## src/rtl/inst_fetch_buffer_if.sv

```systemverilog
// inst_fetch_buffer_if: memory-side and core-side handshake bundle of the fetch buffer
interface inst_fetch_buffer_if;
  logic        mem_valid;
  logic [31:0] mem_addr;
  logic        mem_ready;
  logic        mem_rvalid;
  logic [31:0] mem_rdata;
  logic        inst_valid;
  logic [31:0] inst_data;
  logic [31:0] inst_addr;
  logic        inst_ready;
  logic        redirect;
  logic [31:0] redirect_pc;
  modport master (
    output mem_valid, mem_addr, inst_valid, inst_data, inst_addr,
    input  mem_ready, mem_rvalid, mem_rdata, inst_ready, redirect, redirect_pc
  );
  modport slave (
    input  mem_valid, mem_addr, inst_valid, inst_data, inst_addr,
    output mem_ready, mem_rvalid, mem_rdata, inst_ready, redirect, redirect_pc
  );
endinterface

```

## src/rtl/inst_fetch_buffer.sv

```systemverilog
// inst_fetch_buffer: sequential instruction prefetch with credit-limited FIFO and redirect flush
module inst_fetch_buffer #(
  parameter int          DEPTH    = 4,
  parameter logic [31:0] RESET_PC = 32'h0000_0000
) (
  input logic            clk,
  input logic            rst,
  inst_fetch_buffer_if.master bus
);
  localparam int AW = $clog2(DEPTH);
  localparam int CW = AW + 1;
  logic [31:0]   fetch_pc, resp_pc;
  logic [CW-1:0] outstanding, drop_cnt, count;
  logic [AW-1:0] rd_ptr, wr_ptr;
  logic [31:0]   addr_q [DEPTH];
  logic [31:0]   data_q [DEPTH];
  logic [CW:0]   credit_used;
  logic [31:0]   new_pc;
  logic          accept, drop, push, pop;
  // buffered + in-flight-but-kept responses must never exceed FIFO capacity
  assign credit_used   = {1'b0, count} + {1'b0, outstanding} - {1'b0, drop_cnt};
  assign bus.mem_valid = !rst && !bus.redirect && (credit_used < (CW+1)'(DEPTH));
  assign bus.mem_addr  = fetch_pc;
  assign accept        = bus.mem_valid && bus.mem_ready;
  assign drop          = bus.mem_rvalid && (drop_cnt != '0);
  assign push          = bus.mem_rvalid && !drop && !bus.redirect;
  assign pop           = bus.inst_valid && bus.inst_ready && !bus.redirect;
  assign new_pc        = bus.redirect_pc & ~32'h3;
  assign bus.inst_valid = (count != '0);
  assign bus.inst_data  = data_q[rd_ptr];
  assign bus.inst_addr  = addr_q[rd_ptr];
  // request/response bookkeeping; redirect overrides everything else
  always_ff @(posedge clk or posedge rst) begin
    if (rst) begin
      fetch_pc    <= RESET_PC;
      resp_pc     <= RESET_PC;
      outstanding <= '0;
      drop_cnt    <= '0;
      count       <= '0;
      rd_ptr      <= '0;
      wr_ptr      <= '0;
    end else if (bus.redirect) begin
      fetch_pc    <= new_pc;
      resp_pc     <= new_pc;
      outstanding <= outstanding - CW'(bus.mem_rvalid);
      drop_cnt    <= outstanding - CW'(bus.mem_rvalid);
      count       <= '0;
      rd_ptr      <= '0;
      wr_ptr      <= '0;
    end else begin
      fetch_pc    <= accept ? fetch_pc + 32'd4 : fetch_pc;
      resp_pc     <= push ? resp_pc + 32'd4 : resp_pc;
      outstanding <= outstanding + CW'(accept) - CW'(bus.mem_rvalid);
      drop_cnt    <= drop_cnt - CW'(drop);
      count       <= count + CW'(push) - CW'(pop);
      rd_ptr      <= pop ? rd_ptr + AW'(1) : rd_ptr;
      wr_ptr      <= push ? wr_ptr + AW'(1) : wr_ptr;
    end
  end
  // FIFO storage of {addr, data}, cleared on reset so the head reads zero
  always_ff @(posedge clk or posedge rst) begin
    if (rst) begin
      for (int i = 0; i < DEPTH; i++) begin
        addr_q[i] <= '0;
        data_q[i] <= '0;
      end
    end else if (push) begin
      addr_q[wr_ptr] <= resp_pc;
      data_q[wr_ptr] <= bus.mem_rdata;
    end
  end
endmodule

```

## src/flat_wrapper.sv

```systemverilog
// flat-port wrapper written by rule: the top's interface ports become plain ports
module inst_fetch_buffer_flat 
#(
  parameter int          DEPTH    = 4,
  parameter logic [31:0] RESET_PC = 32'h0000_0000
)
  (clk, rst, bus_mem_valid, bus_mem_addr, bus_inst_valid, bus_inst_data, bus_inst_addr, bus_mem_ready, bus_mem_rvalid, bus_mem_rdata, bus_inst_ready, bus_redirect, bus_redirect_pc);
  inst_fetch_buffer_if bus_i ();
  input logic clk;
  input logic rst;
  output wire logic [$bits(bus_i.mem_valid)-1:0] bus_mem_valid;
  output wire logic [$bits(bus_i.mem_addr)-1:0] bus_mem_addr;
  output wire logic [$bits(bus_i.inst_valid)-1:0] bus_inst_valid;
  output wire logic [$bits(bus_i.inst_data)-1:0] bus_inst_data;
  output wire logic [$bits(bus_i.inst_addr)-1:0] bus_inst_addr;
  input wire logic [$bits(bus_i.mem_ready)-1:0] bus_mem_ready;
  input wire logic [$bits(bus_i.mem_rvalid)-1:0] bus_mem_rvalid;
  input wire logic [$bits(bus_i.mem_rdata)-1:0] bus_mem_rdata;
  input wire logic [$bits(bus_i.inst_ready)-1:0] bus_inst_ready;
  input wire logic [$bits(bus_i.redirect)-1:0] bus_redirect;
  input wire logic [$bits(bus_i.redirect_pc)-1:0] bus_redirect_pc;
  assign bus_mem_valid = bus_i.mem_valid;
  assign bus_mem_addr = bus_i.mem_addr;
  assign bus_inst_valid = bus_i.inst_valid;
  assign bus_inst_data = bus_i.inst_data;
  assign bus_inst_addr = bus_i.inst_addr;
  assign bus_i.mem_ready = bus_mem_ready;
  assign bus_i.mem_rvalid = bus_mem_rvalid;
  assign bus_i.mem_rdata = bus_mem_rdata;
  assign bus_i.inst_ready = bus_inst_ready;
  assign bus_i.redirect = bus_redirect;
  assign bus_i.redirect_pc = bus_redirect_pc;
  inst_fetch_buffer #(.DEPTH(DEPTH), .RESET_PC(RESET_PC)) u_core (.clk(clk), .rst(rst), .bus(bus_i));
endmodule
```

## config.mk

```make
export PLATFORM = sky130hd
export DESIGN_NAME = inst_fetch_buffer_flat
export DESIGN_NICKNAME = d
export VERILOG_FILES = /design/src/rtl/inst_fetch_buffer_if.sv /design/src/rtl/inst_fetch_buffer.sv /design/src/flat_wrapper.sv
export SDC_FILE = /design/constraint.sdc
export NUM_CORES = 1
export LEC_CHECK = 0
export CAP_MARGIN = 20
export CORE_AREA = 4 4 204 206
export CTS_BUF_LIST = sky130_fd_sc_hd__clkbuf_8 sky130_fd_sc_hd__clkbuf_16
export CTS_CLUSTER_SIZE = 8
export DETAILED_ROUTE_END_ITERATION = 10
export DIE_AREA = 0 0 208 210
export PLACE_DENSITY = 0.62
export SLEW_MARGIN = 20
export SYNTH_ARGS = -nofsm -noshare
export SYNTH_HDL_FRONTEND = slang
export SYNTH_SLANG_ARGS = --single-unit
export TNS_END_PERCENT = 1
```

## constraint.sdc

```tcl
create_clock -name clk -period 9.8 [get_ports clk]
set_clock_uncertainty 0.05 [all_clocks]
set_input_delay 0.98 -clock clk [delete_from_list [all_inputs] [get_ports clk]]
set_output_delay 0.98 -clock clk [all_outputs]
set_load 0.1 [all_outputs]
```

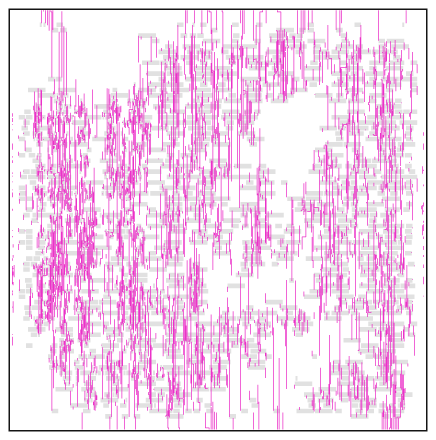
Fig. 1. The metal 2 layer.
Drawn at 2 px/µm.
The layer carries 17,400 µm of wire. The wires run mostly vertical.

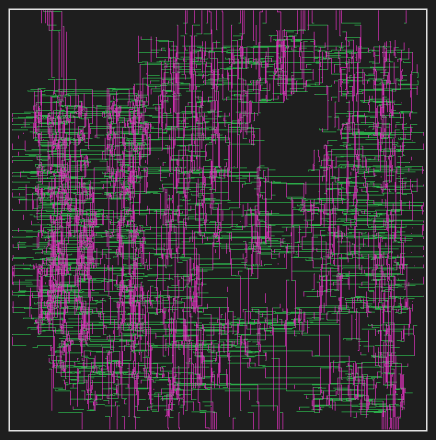
Fig. 2. Metal layers overlaid.
Drawn at 2 px/µm. Two of the layers only.
Magenta is met2, wire length 17,400 µm. Green is met1, wire length 17,500 µm.

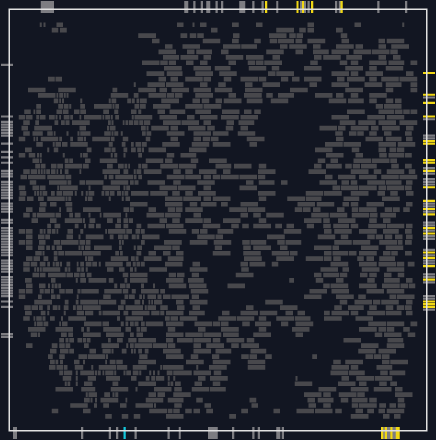
Fig. 3. Pin placement.
Drawn at 2 px/µm. Pins as bars across the die edge, other pins in gray.
Cyan is bus_mem_rvalid, pins 1, direction input, edge bottom. Yellow is bus_inst_data, pins 32, direction output, edge 22 right, 5 top, 5 bottom.
All pins by edge: 56 left, 49 right, 33 top, 30 bottom.

==> results.toml <==
# physical design summary
[power]
p_leak_nw = 8.34
ir_drop_mv = 0.163
power_w = 0.00574
power.density_nw_per_um2 = 304

[min_path]
hp-class = "reg2reg"

[clock_network]
clock_latency_ns = 0.54
cts_buffers = 46
cts_sinks = 321
postCtsSetupBuffers = 0
holdBufCountCts = 0
clk_pin_slew_ns = 0.05
htreeDepth = 2
cts_tree = "done"
cts-root-buf = "clkbuf_16"
cts_repair_resize_count = 0
clk_path_buf_depth = 3

[sta]
rsz0062_at_grt = "false"
finalSetupTns_ns = 0
period_used_pct = 53.3
slew-limit-headroom_pct = 25.0
hold_viol = 0
worstMarginPinSlew_ns = 1.12
layout_min_cycle_time_ns = 5.22
max_freq_mhz = 192
final-setup-viol-count = 0
hold-worst-slack_ns = 0.435
setup_slack_ns = 4.58
slew_violations = 0

[logic_synthesis]
synth_cells = 1202
top_logic_kind = "multiplexers"
edf_count = 0
ys_sh_mux_pct = 27.0
yosysMostFrequentCell = "dfrtp_1"
top_cells_by_count = "dfrtp_1 (321), mux2_2 (228), mux4_2 (62)"
flop_cell = "dfrtp_1"
ys_seq_share_pct = 51.0
top_cells_by_area = "dfrtp_1 (51%), mux2_2 (16%), mux4_2 (8.9%)"
ys_sh_xor_pct = 0.779
synth_top_cell_by_area = "dfrtp_1"
yosys.area_share.adder_pct = 1.86
avgSynthCellArea_um2 = 13.1
syn_area_um2 = 15700
synth-async-reset-ratio_pct = 100
simple_gate_area_share_pct = 7.98
yosys_area_um2 = 15700
synth_stat.cells = 1202
yosys_warnings = 0
ys_types = 65
numSynthFlops = 321
netlist.area_leader.share_pct = 51.0
ys_sh_aoi_pct = 7.63

[floorplan]
dieHeight_um = 210
ioPinCount = 168
dieArea_um2 = 43700
num_rows = 73
dieWidth_um = 208
initial_core_util_pct = 39.7
core_area_um2 = 39600

[critical_path]
cp.required_ns = 8.77
crit_buf_inv = 3
worstPathArrival_ns = 4.19
crit_chain = "inv_1, fa_1, inv_1, ha_1, and3b_1, or4b_2, a21oi_1, o211a_1, clkdlybuf4s50_1"
crit_top_cell = "inv_1"
path_max_fanout = 7
cpPeakStageDelay_ns = 1.14
critPathKind = "reg2out"
worstSetupEndpointType = "output pin"
cpMaxStageDelayCell = "clkdlybuf4s50_1"
startpoint_type = "flop"
crit_family = "buffers and inverters"

[layout]
drive_gt1_share_pct = 28.2
diodes = 0
final_cells = 1850
nNetsFinal = 1411
lay_top_count = "dfrtp_1"
final_util_pct = 47.7
final_cell_mix = "dfrtp_1 (319), mux2_2 (228), clkdlybuf4s50_1 (160)"
fin_area_um2 = 18900
area_delta_synth_final_pct = 20.0

[outcome]
status = "finished clean"

[drt]
vias = 10400
dr.pass1.iters = 5
totalWireLength_mm = 37.2
drc = 0
ant_nets = 0
first_iter_violations = 479
viasPerCell = 5.62
drt-wirelength-per-cell_um = 20.1

[grt]
grtUsageTotal_pct = 17.1
grt_antenna_before_repair = 0
grt_pass1_vias = 10900
grt_max_degree = 179
grt_pass1_wl_mm = 61.1
overflow = 0

[place]
place_inst = 1797
place_congestion = 0.809
dp_hpwl_mm = 22.8
placed_cell_area_um2 = 17700
dpl_worst_slack_ns = 5.11
portBuffers = 161

[job]
warnings = 35
cap_violations = 0
worst reg2reg max path, cell delays in order, from the launching register on:
cell,delay (ns)
dfrtp_1,0.43
inv_1,0.08
fa_1,0.49
ha_1,0.36
or3b_1,0.39
or4_1,0.48
buf_4,0.28
a21oi_1,0.22
ha_1,0.20
fa_1,0.42
mux2_2,0.27
power breakdown:
| part | switching [W] | internal [W] |
|---|---|---|
| Clock | 0.000535 | 0.000837 |
| Sequential | 0.000198 | 0.00156 |
| Combinational | 0.00181 | 0.000793 |
| Total | 0.00255 | 0.00319 |
path summary, 6_finish.rpt:
path | from | to | slack [ns] | cells after the start
worst max-delay path | u_core.count[1] | bus_mem_valid | 4.58 | 9
worst min-delay path | u_core.addr_q[56] | u_core.addr_q[56] | 0.44 | 1
worst max register to register | u_core.drop_cnt[2] | u_core.outstanding[1] | 6.00 | 10
worst min register to register | u_core.addr_q[56] | u_core.addr_q[56] | 0.44 | 1
max in group asynchronous | rst | u_core.data_q[5] | 6.21 | 5
min in group asynchronous | rst | u_core.outstanding[0] | 1.15 | 3
state kept, by name, summed over array words and instances, names as in the netlist:
signal               cells
u_core.resp_pc          30
u_core.count             3
u_core.addr_q          120
u_core.drop_cnt          3
u_core.bus.mem_addr     30
u_core.rd_ptr            2
u_core.wr_ptr            2
u_core.data_q          128
u_core.outstanding       3
layer usage:
metal  global-route usage, %  up-vias  wire length [µm]
met5                       0        -                 0
met4                    3.44        0               544
met3                    3.96       42              1800
met2                    27.4      253             17400
met1                    24.3     5395             17500
li1                        -     4705                 -
area by class of cell:
cell class	instances	area [µm²]
clock buffers	47	1180
clock inverters	6	31.3
fillers	3537	20700
inverters	30	116
multi-input cells	748	7160
flip-flops and latches	321	8040
well taps	525	657
repair buffers	173	1710
Power and IR drop assume default switching activity.
